run_1/sizing.png
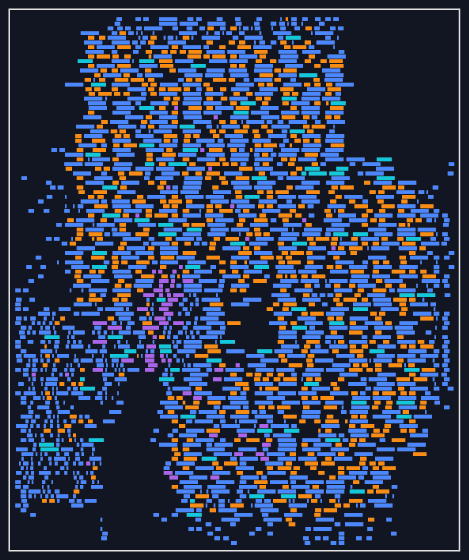
run_1/congestion_map.png
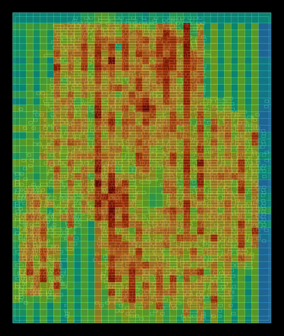
run_1/gates.png
Scale bar: 100 microns.
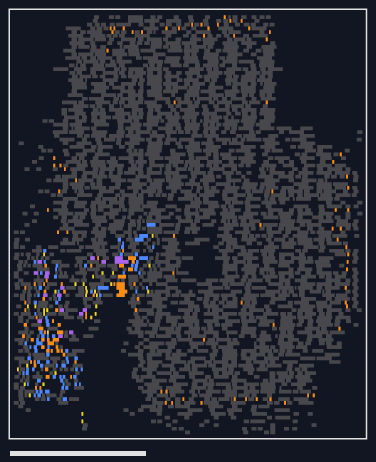
===== config.mk =====
export PLATFORM = sky130hd
export DESIGN_NAME = wb_commit_serializer
export DESIGN_NICKNAME = d
export VERILOG_FILES = /design/src/rtl/wb_commit_serializer_pkg.sv /design/src/rtl/wb_commit_serializer_fifo.sv /design/src/rtl/wb_commit_serializer.sv
export SDC_FILE = /design/constraint.sdc
export NUM_CORES = 1
export LEC_CHECK = 0
export CELL_PAD_IN_SITES_DETAIL_PLACEMENT = 1
export CELL_PAD_IN_SITES_GLOBAL_PLACEMENT = 2
export CORE_AREA = 2 2 259 312
export CTS_CLUSTER_SIZE = 25
export DETAILED_ROUTE_END_ITERATION = 10
export DIE_AREA = 0 0 261 314
export PLACE_DENSITY = 0.86
export SLEW_MARGIN = 20
export SYNTH_ARGS = -nofsm -noshare
export SYNTH_HDL_FRONTEND = slang
export SYNTH_SLANG_ARGS = --single-unit
export TNS_END_PERCENT = 30

===== constraint.sdc =====
create_clock -name sys_clk -period 8.4 [get_ports sys_clk]
set_clock_uncertainty 0.2 [all_clocks]
set_input_delay 1.68 -clock sys_clk [delete_from_list [all_inputs] [get_ports sys_clk]]
set_output_delay 1.68 -clock sys_clk [all_outputs]
set_load 0.01 [all_outputs]

===== src/rtl/wb_commit_serializer_pkg.sv =====
// Shared types and constants for the writeback commit serializer.
// One FIFO entry holds a single retired register write.
package wb_commit_serializer_pkg;

    localparam int WB_FIFO_DEPTH_DEFAULT = 8;

    typedef struct packed {
        logic [31:0] pc;
        logic [4:0]  rd;
        logic [31:0] wdata;
    } wb_entry_t;

    localparam wb_entry_t WB_ENTRY_ZERO = '{pc: 32'h0, rd: 5'h0, wdata: 32'h0};

    // Adds a 0..2 increment to a 32-bit counter, clamping at all-ones.
    function automatic logic [31:0] sat_add32(input logic [31:0] base, input logic [1:0] inc);
        logic [32:0] sum;
        sum = {1'b0, base} + {31'b0, inc};
        return sum[32] ? 32'hFFFF_FFFF : sum[31:0];
    endfunction

endpackage


===== src/rtl/wb_commit_serializer_fifo.sv =====
// Two-write, one-read circular FIFO with first-word fall-through on the read side.
// Write port 0 always lands ahead of write port 1 in the same cycle.
module wb_fifo_2w1r
    import wb_commit_serializer_pkg::*;
#(
    parameter int DEPTH = WB_FIFO_DEPTH_DEFAULT,
    parameter int CW    = $clog2(DEPTH) + 1
) (
    input  logic          sys_clk,
    input  logic          resetn,
    input  logic          wr0_en,
    input  wb_entry_t     wr0_data,
    input  logic          wr1_en,
    input  wb_entry_t     wr1_data,
    input  logic          rd_en,
    output wb_entry_t     rd_data,
    output logic [CW-1:0] count
);

    localparam int AW = $clog2(DEPTH);

    logic [AW-1:0] wptr_q, wptr_d;
    logic [AW-1:0] rptr_q, rptr_d;
    logic [CW-1:0] count_q, count_d;
    wb_entry_t     mem_q [DEPTH];

    logic [AW-1:0] slot_a, slot_b;
    logic          we_a, we_b, pop;
    wb_entry_t     data_a;
    logic [1:0]    pushes;

    always_comb begin
        // A lone port-1 write takes the first free slot, not the second.
        slot_a  = wptr_q;
        slot_b  = wptr_q + AW'(1);
        we_a    = wr0_en | wr1_en;
        we_b    = wr0_en & wr1_en;
        data_a  = wr0_en ? wr0_data : wr1_data;
        pushes  = {1'b0, wr0_en} + {1'b0, wr1_en};
        pop     = rd_en && (count_q != '0);
        wptr_d  = wptr_q + AW'(pushes);
        rptr_d  = rptr_q + AW'(pop);
        count_d = count_q + CW'(pushes) - CW'(pop);
    end

    always_ff @(posedge sys_clk) begin
        if (!resetn) begin
            wptr_q  <= '0;
            rptr_q  <= '0;
            count_q <= '0;
        end else begin
            wptr_q  <= wptr_d;
            rptr_q  <= rptr_d;
            count_q <= count_d;
        end
    end

    // Storage needs no reset: an empty count hides stale contents.
    always_ff @(posedge sys_clk) begin
        if (we_a) mem_q[slot_a] <= data_a;
        if (we_b) mem_q[slot_b] <= wr1_data;
    end

    assign rd_data = mem_q[rptr_q];
    assign count   = count_q;

endmodule


===== src/rtl/wb_commit_serializer.sv =====
// Serializes a dual-issue writeback stream into a single-issue debug
// writeback port, counting retirements and flagging dropped writebacks.
module wb_commit_serializer
    import wb_commit_serializer_pkg::*;
#(
    parameter int DEPTH = WB_FIFO_DEPTH_DEFAULT
) (
    input  logic        sys_clk,
    input  logic        resetn,
    input  logic        in0_en,
    input  logic [4:0]  in0_rd,
    input  logic [31:0] in0_wdata,
    input  logic [31:0] in0_pc,
    input  logic        in1_en,
    input  logic [4:0]  in1_rd,
    input  logic [31:0] in1_wdata,
    input  logic [31:0] in1_pc,
    output logic        in_ready,
    output logic        out_valid,
    input  logic        out_ready,
    output logic [31:0] out_pc,
    output logic [4:0]  out_rd,
    output logic [31:0] out_wdata,
    output logic [3:0]  out_wen,
    output logic [31:0] retire_cnt,
    output logic        overflow
);

    localparam int CW = $clog2(DEPTH) + 1;

    logic [CW-1:0] occ;
    wb_entry_t     head, ent0, ent1;
    logic          room, acc0, acc1, push0, push1, pop, drop, have;
    logic [1:0]    n_acc;
    logic [31:0]   retire_cnt_q, retire_cnt_d;
    logic          overflow_q, overflow_d;

    always_comb begin
        // Room is judged on registered occupancy; a same-cycle pop earns nothing.
        room  = (occ <= CW'(DEPTH - 2));
        have  = (occ != '0);
        acc0  = resetn & in0_en & room;
        acc1  = resetn & in1_en & room;
        push0 = acc0 & (in0_rd != 5'd0);
        push1 = acc1 & (in1_rd != 5'd0);
        drop  = resetn & (in0_en | in1_en) & ~room;
        pop   = resetn & out_ready & have;
        n_acc = {1'b0, acc0} + {1'b0, acc1};
        ent0  = '{pc: in0_pc, rd: in0_rd, wdata: in0_wdata};
        ent1  = '{pc: in1_pc, rd: in1_rd, wdata: in1_wdata};

        retire_cnt_d = sat_add32(retire_cnt_q, n_acc);
        overflow_d   = overflow_q | drop;
    end

    always_ff @(posedge sys_clk) begin
        if (!resetn) begin
            retire_cnt_q <= '0;
            overflow_q   <= 1'b0;
        end else begin
            retire_cnt_q <= retire_cnt_d;
            overflow_q   <= overflow_d;
        end
    end

    wb_fifo_2w1r #(
        .DEPTH (DEPTH),
        .CW    (CW)
    ) u_fifo (
        .sys_clk  (sys_clk),
        .resetn   (resetn),
        .wr0_en   (push0),
        .wr0_data (ent0),
        .wr1_en   (push1),
        .wr1_data (ent1),
        .rd_en    (pop),
        .rd_data  (head),
        .count    (occ)
    );

    // Outputs are forced quiet while reset is held, before any edge has landed.
    always_comb begin
        in_ready   = ~resetn | room;
        out_valid  = resetn & have;
        out_wen    = out_valid ? 4'hF : 4'h0;
        out_pc     = out_valid ? head.pc    : 32'h0;
        out_rd     = out_valid ? head.rd    : 5'h0;
        out_wdata  = out_valid ? head.wdata : 32'h0;
        retire_cnt = resetn ? retire_cnt_q : 32'h0;
        overflow   = resetn & overflow_q;
    end

endmodule


==> results.tsv, run 1 <==
stage	metric	value	unit
logic_synthesis	mux cell area share after synthesis	32.1	%
min_path	Hold Crit Depth	2	
outcome	status	completed	
critical_path	R2R Setup Slk	4.06	ns
cells_and_area	share of cells above drive strength 1	38.7	%
sta	post-route setup TNS	0	ns
critical_path	critical path's largest stage delay	0.63	ns
global_routing	met3 Usage GRT	3.66	%
logic_synthesis	Net Count, Synth	2024	
place	GPL Wtd Cong	0.786	
sta	worst slew pin tran	1.12	ns
cells_and_area	fin cells	3174	
logic_synthesis	aoi share	2.04	%
power	Flop pwr share	42.0	%
logic_synthesis	Post-Synthesis Cells	1864	
logic_synthesis	Top FF cell, synth	edfxtp_1	
clocking	H-tree Lvls	2	
sta	period utilization	72.3	%
critical_path	cell family with most CP delay	buffers and inverters	
sta	post-layout min period	6.07	ns
route	metal2 WL	45900	microns
power	Internal	6.20	mW
route	drt via density	5.64	
## Picture notes: sizing.png
orange -> x2  # cells 678
cyan -> x6 and larger  # cells 81
purple -> x3 and x4  # cells 66
blue -> x1 and smaller  # cells 1308

## Picture notes: congestion_map.png
Tot GR Track Use: 21.3%
met2 usage: 38.1%
final core occ: 45.8%

## Picture notes: gates.png
purple -> xor and xnor cells  # cells 17
orange -> nor cells  # cells 129, where spread over the die
yellow -> inv cells  # cells 33
blue -> nand cells  # cells 86, where bottom left

[run 1: power by group through the flow]
stage | Combinational, mW | Sequential [mW] | Clock, mW
after floorplan | 1.37 | 3.63 | 0
after global placement | 2.09 | 3.64 | 0
after detailed placement | 2.15 | 3.66 | 0
after CTS | 2.17 | 3.60 | 2.88
after global routing | 2.28 | 3.61 | 2.99
final | 2.13 | 3.59 | 2.83
[run 1: placed cells by master (no fill, tap or decap), types with 4 or more instances in the layout]
cell type and instances:
edfxtp_1 552, mux2_2 494, clkdlybuf4s50_1 250, mux4_2 138, nor2_1 95, mux2i_1 70
clkbuf_16 61, dfxtp_1 40, and2_1 34, inv_1 31, nand4_1 27, buf_4 26
nand2_1 22, nand3_1 21, mux2_1 20, clkinv_1 15, mux2_4 14, ha_1 14
clkinv_2 14, xnor2_1 13, a22o_1 12, o22ai_1 12, nor3_1 10, a21oi_2 10
bufinv_16 10, clkbuf_1 8, nor4_1 7, diode_2 6, a21oi_1 6, nand2b_1 6
nor3_4 6, a31o_2 6, a31oi_1 5, nand3_4 4, o21bai_4 4, o21ai_4 4
buf_12 4
[run 1: area by class of cell]
class | instances | area [sq um]
fillers | 7632 | 42800
flip-flops and latches | 595 | 17400
multi-input cells | 1109 | 12400
repair buffers | 281 | 2790
clock buffers | 69 | 1560
well taps | 1035 | 1290
clock inverters | 46 | 502
inverters | 33 | 124
diodes | 6 | 15.0
[run 1: through the flow]
stage | hold slack, ns | util [%]
final | 0.319 | 45.8
after floorplan | 0.283 | -
after CTS | 0.326 | 45.7
after detailed placement | 0.315 | 43.1
after global routing | 0.376 | 45.8
after global placement | 0.314 | 43.1
run_1/m3.png
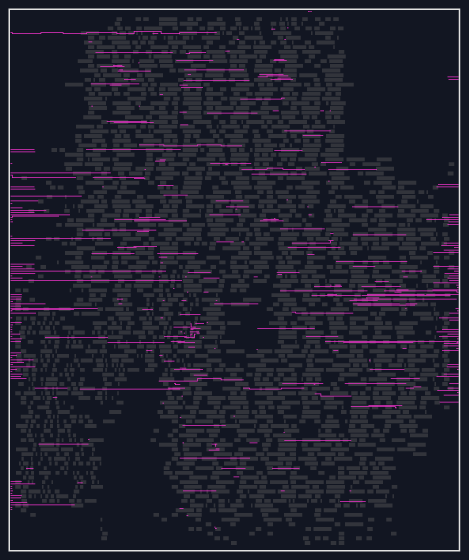

## Run 2: what changed since run 1
CORE_AREA = 2 2 244 294   (was 2 2 259 312)
DIE_AREA = 0 0 246 296   (was 0 0 261 314)
PLACE_DENSITY = 0.91   (was 0.86)
clock period = 5.7 ns   (was 8.4 ns; I/O delays follow)
run_2/m3.png
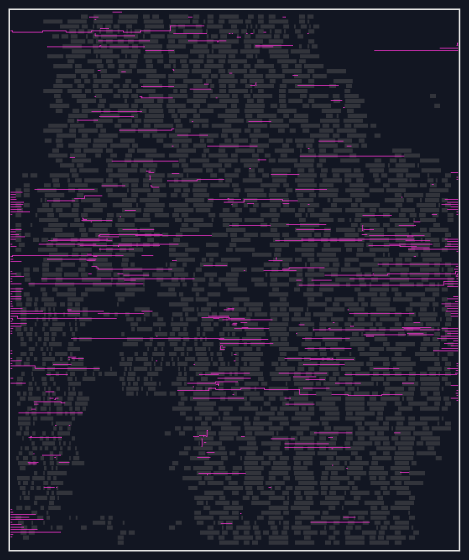
wire length on this layer = 4350 microns
share of all routed wire = 5.0%

run_2/congestion_map.png
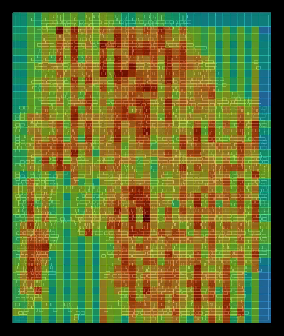
final core occ: 51.6%
Tot GR Track Use: 23.9%
global route hottest layer: met2

==> results.tsv, run 2 <==
stage	metric	value	unit	change
outcome	status	completed		
critical_path	R2R Setup Slk	1.93	ns	-2.13 ns
place	GPL Wtd Cong	0.793		+0.95%
sta	post-route setup TNS	0	ns	unchanged
critical_path	CP Launch Type	input port		
min_path	Hold Crit Depth	2		unchanged
place	hpwl dp	52100	microns	
sta	Slew HR	26.8	%	
logic_synthesis	Net Count, Synth	2024		unchanged
logic_synthesis	Post-Synthesis Cells	1864		unchanged
route	DR WL/cell	28.1	microns	
route	via count	18300		
logic_synthesis	Yosys chip area	30500	sq um	
power	Flop pwr share	42.9	%	+0.9 points
clocking	Reg clk slew, reported paths	0.06	ns	
sta	worst hold slack	0.346	ns	+0.0268 ns
power	clock network fraction of design power	31.1	%	
place	Post-Place Cells	2967		
logic_synthesis	Largest cells by area	edfxtp_1, mux2_2, mux4_2, dfxtp_1, mux2i_1		
sta	period utilization	87.1	%	
clocking	H-tree Lvls	2		unchanged
route	Routed WL	86700	microns	
power	clock group power	3.84	mW	+36%
critical_path	CP Launch Point	resetn		
cells_and_area	share of cells above drive strength 1	38.8	%	+0.095 points
route	drt via density	5.94		+5.2%
power	Internal	8.89	mW	+43%
logic_synthesis	Top FF cell, synth	edfxtp_1		
floorplan	die width	246	microns	
power	combinational group share of total power	26.0	%	
place	Placement Setup Slack	0.677	ns	
cells_and_area	fin cells	3084		-2.8%
cells_and_area	Area Overhead vs Synth	18.8	%	
sta	post-layout min period	4.96	ns	
cells_and_area	nets@finish	2264		
sta	worst slew pin tran	1.10	ns	-0.0193 ns
power	Logic power comb	3.21	mW	+51%
power	Pwr top	sequential cells		
cells_and_area	Commonest Layout Cell	edfxtp_1		
cells_and_area	Layout fillers	6589		-14%
logic_synthesis	Synth Seq Share	57.1	%	
floorplan	Core Region	70300	sq um	
power	Sequential Power	5.30	mW	+48%
cells_and_area	Top Layout Cells	edfxtp_1, mux2_2, clkdlybuf4s50_1		
cells_and_area	max reg flops	552		
==> run 2: worst max-delay path, cell delays in order <==
cell	delay [ns]
clkdlybuf4s50_1	0.55
clkinv_1	0.16
a31o_4	0.66
buf_4	0.47
nor2_1	0.10
clkdlybuf4s50_1	0.52
==> run 2: layout make-up <==
type                            instances  area [sq um]  area share, %
Antenna cell                            7          17.5         0.0483
Clock buffer                           80          1610           4.44
Clock inverter                         29           262          0.721
Inverter                               33           124          0.342
Multi-Input combinational cell       1109         12400           34.2
Sequential cell                       595         17400           48.1
Tap cell                              926          1160           3.20
Timing Repair Buffer                  305          3250           8.96
==> run 2: through the flow <==
step	util [%]	cell area, sq um
after floorplan	-	30500
after global placement	48.9	34300
after detailed placement	48.9	34300
after CTS	51.5	36200
after global routing	51.6	36200
final	51.6	36200
==> run 2: kinds of logic after synthesis <==
kind of cell	share of synthesized area, %
mux	32.1
flops	57.1
simple gates	4.66
buf+inv	2.71
compound gates	2.04
xor+xnor	0.574
fa+ha+maj	0.771
==> run 2: layer usage <==
metal / GRT usage, % / part of all wire (%) / vias up
met4: 7.75 / 2.7 / 14
met3: 3.87 / 5.0 / 142
met2: 43.1 / 53 / 537
met5: 0 / 0.093 / -
li1: - / - / 7916
met1: 29.1 / 39 / 9701
==> run 2: worst min path at each step <==
stage / start / endpoint / slack [ns]
final: retire_cnt_q[30] / retire_cnt_q[30] / 0.35
after global routing: retire_cnt_q[20] / retire_cnt_q[21] / 0.42
after CTS: overflow_q / overflow_q / 0.37
after detailed placement: overflow_q / overflow_q / 0.36
after global placement: overflow_q / overflow_q / 0.35
after floorplan: retire_cnt_q[30] / retire_cnt_q[30] / 0.28
Power is estimated from default activity; no workload was simulated.
